**src/rtl/lap_counter_gen_if.sv**
```systemverilog
// Control and status bundle for lap_counter_gen.
// The master drives requests, and the slave (the counter) returns the count state.
interface lap_counter_gen_if #(
    parameter int BUS_SIZE = 4,
    parameter int LAP_W    = 8
);
    logic                en;
    logic                nSet;
    logic                load;
    logic [BUS_SIZE-1:0] load_val;
    logic                up;
    logic                sat;
    logic [BUS_SIZE-1:0] S;
    logic                tc;
    logic                wrap;
    logic [LAP_W-1:0]    laps;
    logic                ovf;

    modport master (
        output en, nSet, load, load_val, up, sat,
        input  S, tc, wrap, laps, ovf
    );

    modport slave (
        input  en, nSet, load, load_val, up, sat,
        output S, tc, wrap, laps, ovf
    );
endinterface

```
**src/rtl/lap_counter_gen.sv**
```systemverilog
// Up/down modulo lap counter with load, preset, wrap/saturate mode,
// a registered wrap pulse for cascading, and a saturating lap counter.
module lap_counter_gen #(
    parameter int MODULO   = 10,
    parameter int BUS_SIZE = 4,
    parameter int LAP_W    = 8
) (
    input  logic               clk,
    input  logic               nReset,
    lap_counter_gen_if.slave   bus
);
    // The count is compared in BUS_SIZE+1 bits so that MODULO == 2^BUS_SIZE does not truncate.
    localparam int                 W       = BUS_SIZE + 1;
    localparam logic [W-1:0]        MOD_X   = W'(MODULO);
    localparam logic [W-1:0]        TOP_X   = W'(MODULO - 1);
    localparam logic [BUS_SIZE-1:0] TOP     = BUS_SIZE'(MODULO - 1);
    localparam logic [LAP_W-1:0]    LAP_MAX = '1;

    logic [W-1:0] s_x, lv_x, inc_x, dec_x;
    logic         hi_end, lo_end, oor;

    assign s_x    = {1'b0, bus.S};
    assign lv_x   = {1'b0, bus.load_val};
    assign inc_x  = s_x + W'(1);
    assign dec_x  = s_x - W'(1);
    assign oor    = (s_x >= MOD_X);
    assign hi_end = (s_x >= TOP_X);   // an out-of-range count behaves like the top value
    assign lo_end = (s_x == '0);

    assign bus.tc = (bus.up && (s_x == TOP_X)) || (!bus.up && lo_end);

    always_ff @(posedge clk) begin
        if (nReset) begin
            bus.S    <= '0;
            bus.laps <= '0;
            bus.wrap <= 1'b0;
            bus.ovf  <= 1'b0;
        end else if (bus.nSet) begin
            bus.S    <= TOP;
            bus.wrap <= 1'b0;
            bus.ovf  <= 1'b0;
        end else if (bus.load) begin
            bus.S    <= (lv_x < MOD_X) ? bus.load_val : TOP;
            bus.wrap <= 1'b0;
            bus.ovf  <= 1'b0;
        end else if (bus.en) begin
            bus.wrap <= 1'b0;
            if (bus.up) begin
                if (hi_end) begin
                    if (bus.sat) begin
                        bus.S   <= TOP;
                        bus.ovf <= 1'b1;
                    end else begin
                        bus.S    <= '0;
                        bus.wrap <= 1'b1;
                        if (bus.laps != LAP_MAX) bus.laps <= bus.laps + LAP_W'(1);
                    end
                end else begin
                    bus.S <= inc_x[BUS_SIZE-1:0];
                end
            end else begin
                if (lo_end) begin
                    if (bus.sat) begin
                        bus.ovf <= 1'b1;
                    end else begin
                        bus.S    <= TOP;
                        bus.wrap <= 1'b1;
                        if (bus.laps != '0) bus.laps <= bus.laps - LAP_W'(1);
                    end
                end else if (oor) begin
                    // Recovering from an upset on a down-count is not a lap.
                    bus.S <= TOP;
                end else begin
                    bus.S <= dec_x[BUS_SIZE-1:0];
                end
            end
        end else begin
            bus.wrap <= 1'b0;
        end
    end
endmodule

```
**src/flat_wrapper.sv**
```systemverilog
// flat-port wrapper written by rule: the top's interface ports become plain ports
module lap_counter_gen_flat 
#(
    parameter int MODULO   = 10,
    parameter int BUS_SIZE = 4,
    parameter int LAP_W    = 8
)
  (clk, nReset, bus_en, bus_nSet, bus_load, bus_load_val, bus_up, bus_sat, bus_S, bus_tc, bus_wrap, bus_laps, bus_ovf);
  lap_counter_gen_if #(.BUS_SIZE(BUS_SIZE), .LAP_W(LAP_W)) bus_i ();
  input  logic clk;
  input  logic nReset;
  input wire logic [$bits(bus_i.en)-1:0] bus_en;
  input wire logic [$bits(bus_i.nSet)-1:0] bus_nSet;
  input wire logic [$bits(bus_i.load)-1:0] bus_load;
  input wire logic [$bits(bus_i.load_val)-1:0] bus_load_val;
  input wire logic [$bits(bus_i.up)-1:0] bus_up;
  input wire logic [$bits(bus_i.sat)-1:0] bus_sat;
  output wire logic [$bits(bus_i.S)-1:0] bus_S;
  output wire logic [$bits(bus_i.tc)-1:0] bus_tc;
  output wire logic [$bits(bus_i.wrap)-1:0] bus_wrap;
  output wire logic [$bits(bus_i.laps)-1:0] bus_laps;
  output wire logic [$bits(bus_i.ovf)-1:0] bus_ovf;
  assign bus_i.en = bus_en;
  assign bus_i.nSet = bus_nSet;
  assign bus_i.load = bus_load;
  assign bus_i.load_val = bus_load_val;
  assign bus_i.up = bus_up;
  assign bus_i.sat = bus_sat;
  assign bus_S = bus_i.S;
  assign bus_tc = bus_i.tc;
  assign bus_wrap = bus_i.wrap;
  assign bus_laps = bus_i.laps;
  assign bus_ovf = bus_i.ovf;
  lap_counter_gen #(.MODULO(MODULO), .BUS_SIZE(BUS_SIZE), .LAP_W(LAP_W)) u_core (.clk(clk), .nReset(nReset), .bus(bus_i));
endmodule
```
**config.mk**
```make
export PLATFORM = sky130hd
export DESIGN_NAME = lap_counter_gen_flat
export DESIGN_NICKNAME = d
export VERILOG_FILES = /design/src/rtl/lap_counter_gen_if.sv /design/src/rtl/lap_counter_gen.sv /design/src/flat_wrapper.sv
export SDC_FILE = /design/constraint.sdc
export NUM_CORES = 1
export LEC_CHECK = 0
export ABC_AREA = 1
export CAP_MARGIN = 20
export CORE_ASPECT_RATIO = 1.25
export CORE_MARGIN = 2
export CORE_UTILIZATION = 57
export CTS_BUF_LIST = sky130_fd_sc_hd__clkbuf_8
export CTS_CLUSTER_DIAMETER = 60
export DETAILED_ROUTE_END_ITERATION = 8
export PLACE_DENSITY = 0.95
export REMOVE_ABC_BUFFERS = 1
export SYNTH_ARGS = -nofsm -noshare
export SYNTH_HDL_FRONTEND = slang
export SYNTH_SLANG_ARGS = --single-unit
```
**constraint.sdc**
```tcl
create_clock -name clk -period 2.5 [get_ports clk]
set_input_delay 0.375 -clock clk [delete_from_list [all_inputs] [get_ports clk]]
set_output_delay 0.375 -clock clk [all_outputs]
set_load 0.02 [all_outputs]
```
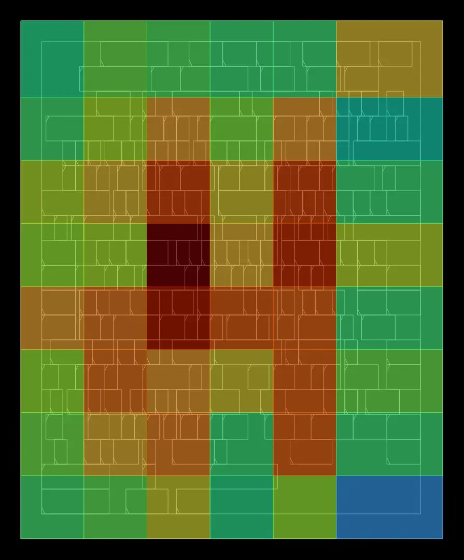
Figure 1: run 1, routing congestion.
global route hottest layer: met2
routing usage on met3: 4.50%

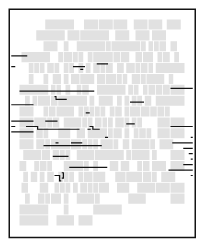
Figure 2: run 1, met3 routing.
Scale: 4 px per um.
main direction: horizontal
share of all routed wire: 4.3%
nets with wire on the layer: 30

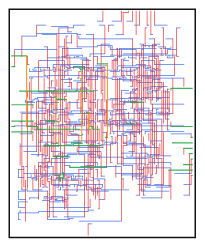
Figure 3: run 1, signal wires by layer.
Scale: 4 px per um.
[metal 3] green | wire length: 135 um
[metal 4] orange | wire length: 71.4 um
[metal 2] red | wire length: 1620 um
[metal 1] blue | wire length: 1340 um

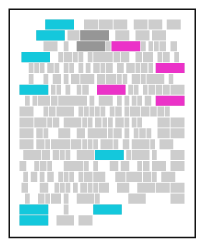
Figure 4: run 1, sequential cells coloured by netlist name.
Scale: 4 px per um.
[u_core.bus.S] magenta | flops: 4
[u_core.bus.laps] cyan | flops: 8

==> run summary, run 1 <==
outcome: completed
cts repair resizes: 0
diodes inserted: 0
Worst setup startpoint: u_core.bus.S[1]
Final Hold Fails: 0
pre-CTS WS: 227 ps
met2 Use GR: 46.4%
worst slew pin tran: 513 ps
mi-comb count: 154
Setup WS post-layout: 310 ps
wl on met1: 1340 um
# clk buffers: 4
Cell Area, Synth: 1260 um2
register bit count reported by yosys: 14
Biggest Area Class: logic gates
number of distinct library cells after synthesis: 29
Pwr Density: 414 nW/um2
Setup Skew: 8.72 ps
Hold Crit Class: reg2reg
Comb area share: 54.1%
Yosys chip area: 1260 um2
Placement Cell Area: 1540 um2
clk slew on worst S/H paths: 60 ps
hold path depth: 2
nets@finish: 249
Main synth FF type: dfxtp_1
most frequent logic cell in the layout: nand2_1
count of tool warnings: 29
max-slew violations: 0
Core Footprint: 2140 um2
initial antenna violation count: 0
die area: 2610 um2
routed wl met2: 1620 um
delay-heaviest family, CP: buffers and inverters
DR vias/cell: 5.58
FP Util: 59.1%
P&R area growth vs syn: 25.9%
Final Non-Filler Cells: 246
power consumption: 0.000659 W
Util after Layout: 74.4%
Critical-path top delay cell: clkdlybuf4s50_1
CTS H-tree lvls: 1
DRT Wirelength: 3160 um
worst path required time: 2120 ps
hpwl dp: 2360 um
Final min period: 2190 ps
Leakage Power: 0.736 nW
commonest cells in the netlist: 50 x nand2_1, 24 x nor2_1, 23 x inv_1
Die Span Y: 56.7 um
row count: 19
CP max FO: 7
Post-CTS Setup Bufs: 0
CTS tree: yes
fraction of area in registers: 17.6%
Gate Area: 862 um2
first-pass GRT wire length: 5420 um
GPL Wtd Cong: 0.910
1st-pass router iterations: 4
CP Capture Point: bus_tc
vias in the first global route: 1287
yosys cell count: 196
cell area after layout: 1590 um2
FF-to-FF setup slack: 520 ps
global route overflow: 0
TritonCTS buffer count: 3
nonclk inv count: 25
Synth area leaders: dfxtp_1 22%, nand2_1 15%, ha_1 11%, nor2_1 7.1%, inv_1 6.8%
Detail Route Antenna Nets: 0
worst hold slack: 537 ps
Post-synth seq share: 22.2%
Initial DRC Count: 44
flip-flop and latch count: 14
drt wl/cell: 12.9 um
Top Layer Used: met4
ys async rst share: 0%
width of the die: 46.1 um
CP Class: reg2out
Max Root-Sink Buffers: 2
Tap Cells: 21
clk sink count: 14
Synth top cell by count: nand2_1
hold path endpoint: u_core.bus.ovf
CTS hold repair buffers: 0
Worst R2R Start: u_core.bus.S[1]
Data buffer area share: 17.1%
Top Layout Cells: 50 x nand2_1, 25 x clkdlybuf4s50_1, 24 x nor2_1
WL met3: 135 um
EDFF count, synth: 0
DR vias: 1372
Late-Pin Clk Latency: 260 ps
Rel. slew slack: 65.7%
Worst EP arrival: 1810 ps
dominant cell type by area after synthesis: dfxtp_1
[run 1: kinds of logic after synthesis]
kind of cell | count (synthesis) | synth area share [%]
simple gates | 104 | 37.5
compound gates | 32 | 14.0
flops | 14 | 22.2
fa+ha+maj | 12 | 12.5
xor+xnor | 6 | 4.15
buf+inv | 28 | 9.69
[run 1: state kept, by name, indices dropped and copies added, names as in the netlist]
| register | flops |
|---|---|
| u_core.bus.wrap | 1 |
| u_core.bus.S | 4 |
| u_core.bus.laps | 8 |
| u_core.bus.ovf | 1 |
[run 1: power breakdown]
group	total, W	internal (W)	leakage [nW]	switching [W]
combinational	0.000185	0.0000789	0.593	0.000106
clock	0.000232	0.000140	0.0288	0.0000924
sequential	0.000242	0.000230	0.114	0.0000119
total	0.000659	0.000449	0.736	0.000210
Figure 5. Clock network drawn from the DEF (run 1).
Scale: 6 px per um.
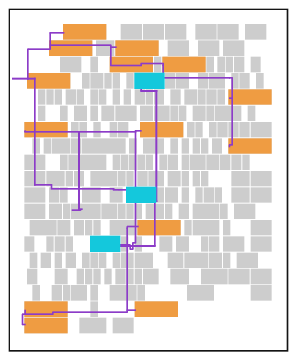

==> run 2: changes to the inputs <==
Settings changed: PLACE_DENSITY 0.95 to 0.88.
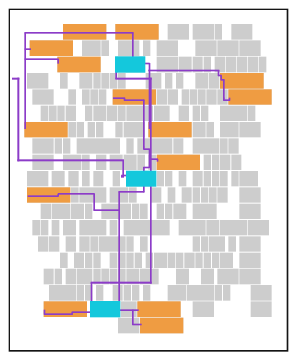
Figure 6: run 2, clock network drawn from the DEF.
Scale: 6 px per um.
[flip-flops] orange | count: 14
[clock drivers] cyan | count: 3
[clock wires] purple | length: 258 um
flops lie: all over the die
routed clock nets: 4

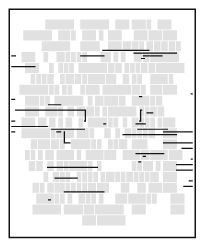
Figure 7: run 2, met3 routing.
Scale: 4 px per um.
wire length on this layer: 179 um
main direction: horizontal
nets with wire on the layer: 31
longest straight run: 17.5 um

==> run 2 against run 1 <==
Net effect: critical path depth is the same; register-to-register slack worse by 100 ps; utilization decreased by 0.70 points; worst hold slack got worse by 75 ps; area after synthesis did not move; fmax decreased by 5.6%; clock-buffer cell count stayed put; sequential share of layout area is 0.17 points higher; wire length is 2.5% higher; worst setup slack got worse by 130 ps; critical endpoint unchanged; largest power group unchanged.
==> run summary, run 2 <==
count of tool warnings: 29 (unchanged)
Fmax achieved: 0.431 GHz
gr usage total: 28.0%
Worst R2R Start: u_core.bus.S[0]
Post-synth seq share: 22.2% (unchanged)
hold path depth: 2 (unchanged)
Hold Crit Class: reg2reg
largest registers: u_core.bus.laps (8), u_core.bus.S (4)
EDFF count, synth: 0 (unchanged)
Die Span Y: 56.7 um (unchanged)
Largest stage delay, worst path: 630 ps
row count: 19 (unchanged)
DRT Wirelength: 3240 um (+2.5%)
# clk buffers: 4 (unchanged)
Top logic family: simple AND/OR/NAND/NOR gates
Worst EP arrival: 1940 ps (+130 ps)
mi-comb count: 154 (unchanged)
width of the die: 46.1 um (unchanged)
hold path endpoint: u_core.bus.ovf
Post-CTS Setup Bufs: 0 (unchanged)
Core Footprint: 2140 um2 (unchanged)
worst path required time: 2120 ps (about the same)
CP Capture Point: bus_tc
global route overflow: 0 (unchanged)
flip-flop and latch count: 14 (unchanged)
fraction of area in registers: 17.8% (+0.17 points)
ao+oa area frac: 14.0% (unchanged)
Synth area leaders: dfxtp_1 22%, nand2_1 15%, ha_1 11%, nor2_1 7.1%, inv_1 6.8%
Final min period: 2320 ps (+129 ps)
Setup Skew: 4.22 ps (-4.49 ps)
max-slew violations: 0 (unchanged)
Comb area share: 54.6% (+0.52 points)
worst vdd ir: 0.431 mV
Data buffer area share: 16.3% (-0.79 points)
largest net degree at the start of global routing: 13
share of layout cells above drive strength 1: 9.87%
Worst setup EP type: output port
commonest cells in the netlist: 50 x nand2_1, 24 x nor2_1, 23 x inv_1
Placement Cell Area: 1520 um2 (-0.98%)
FF/Latch Area: 280 um2
CTS hold repair buffers: 0 (unchanged)
Tap Cells: 21 (unchanged)
post-synth top area share: 22.2%
1st-pass router iterations: 4 (unchanged)
Cell Area, Synth: 1260 um2 (unchanged)
CP Class: reg2out
clk slew on worst S/H paths: 60 ps (about the same)
RSZ-0062 raised after global routing: no
Gate Area: 862 um2 (unchanged)
diodes inserted: 0 (unchanged)
GPL Wtd Cong: 0.938 (+3.0%)
vias in the first global route: 1290 (+0.23%)
CP Depth: 5
Avg Synthesized Cell Area: 6.45 um2
max-cap violations: 0
Post-route DRC: 0
TritonCTS buffer count: 3 (unchanged)
CP max FO: 7 (unchanged)
Setup WS post-layout: 181 ps (-129 ps)
Root Buffer: clkbuf_8
Reg2Reg Depth: 10
Buffers & Inverters on Critical Path: 2
placed insts: 240
clk sink count: 14 (unchanged)
max reg flops: 8 (unchanged)
P&R area growth vs syn: 24.7%
xor/xnor share: 4.15% (unchanged)
Non-clock buffers: 26
Max Root-Sink Buffers: 2 (unchanged)
DR vias/cell: 5.68 (+1.8%)
CTS tree: yes
Critical Path, Cell by Cell: inv_1 -> ha_1 -> nand2_2 -> o21ai_0 -> clkdlybuf4s50_1
delay-heaviest family, CP: buffers and inverters
Biggest Area Class: logic gates
FP Util: 59.1% (unchanged)
Rel. slew slack: 66.9% (+1.2 points)
first-pass GRT wire length: 5390 um (-0.65%)
Top Layout Cells: 50 x nand2_1, 25 x clkdlybuf4s50_1, 24 x nor2_1
origin of the worst min-delay path: u_core.bus.ovf
Main synth FF type: dfxtp_1
nets@finish: 247 (-0.80%)
Yosys chip area: 1260 um2 (unchanged)
Util after Layout: 73.7% (-0.70 points)
Mapped Cells: 196
dominant cell type by area after synthesis: dfxtp_1
part of the cycle the worst path needs: 92.8%
Critical R2R Capture: u_core.bus.laps[2]
nonclk inv count: 25 (unchanged)
Detail Route Antenna Nets: 0 (unchanged)
PortBufs: 25
Final Hold Fails: 0 (unchanged)
worst hold slack: 462 ps (-74.9 ps)
Final Non-Filler Cells: 244 (-0.81%)
Initial DRC Count: 77 (+75%)
Pwr Density: 418 nW/um2 (+1.1%)
Worst setup startpoint: u_core.bus.S[0]
initial antenna violation count: 0 (unchanged)
die area: 2610 um2 (unchanged)
drt wl/cell: 13.3 um (+3.3%)
hpwl dp: 2480 um (+5.2%)
CTS H-tree lvls: 1 (unchanged)
pre-CTS WS: 101 ps (-125 ps)
cell area after layout: 1580 um2 (-0.94%)
setup TNS: 0 ps
number of distinct library cells after synthesis: 29 (unchanged)
Late-Pin Clk Latency: 260 ps (about the same)
register bit count reported by yosys: 14 (unchanged)
Top reg by flops: u_core.bus.laps
Critical-path top delay cell: clkdlybuf4s50_1
yosys cell count: 196 (unchanged)
power consumption: 0.000660 W (about the same)
Final setup viols: 0
ys async rst share: 0% (unchanged)
Syn. warnings: 0
MUX area fraction: 0% (unchanged)
CP startpoint kind: flip-flop
Post-Synth Adder-Cell Area: 12.5% (unchanged)
Leakage Power: 0.726 nW (-1.3%)
cts repair resizes: 0 (unchanged)
Synth top cell by count: nand2_1
DR vias: 1386 (+1.0%)
FF-to-FF setup slack: 420 ps (-100 ps)
most frequent logic cell in the layout: nand2_1
outcome: completed
Simple Share, Synth: 37.5% (unchanged)
worst slew pin tran: 496 ps (-17.9 ps)
## run 2: netlist changes by cell type in the layout (fill, tap and decap cells not counted), sizes merged
cell  change
buf       -2
## run 2: worst min-delay path, stage by stage (launching register included)
cell      delay (ps)
dfxtp_1          310
inv_1             50
a211oi_1          60
## run 2: report_power, final
group,switching (W),leakage (nW),internal [W]
sequential,0.0000144,0.114,0.000230
clock,0.0000953,0.0288,0.000140
combinational,0.000104,0.583,0.0000759
total,0.000213,0.726,0.000446
## run 2: metal layers
metal	global-route usage (%)	vias up	wire, um
li1	-	685	-
met2	45.6	54	1690
met3	5.47	11	178
met5	0	-	0
met1	32.3	636	1260
met4	15.9	0	112
No activity file was given, so power comes from the tool's default toggle rates.
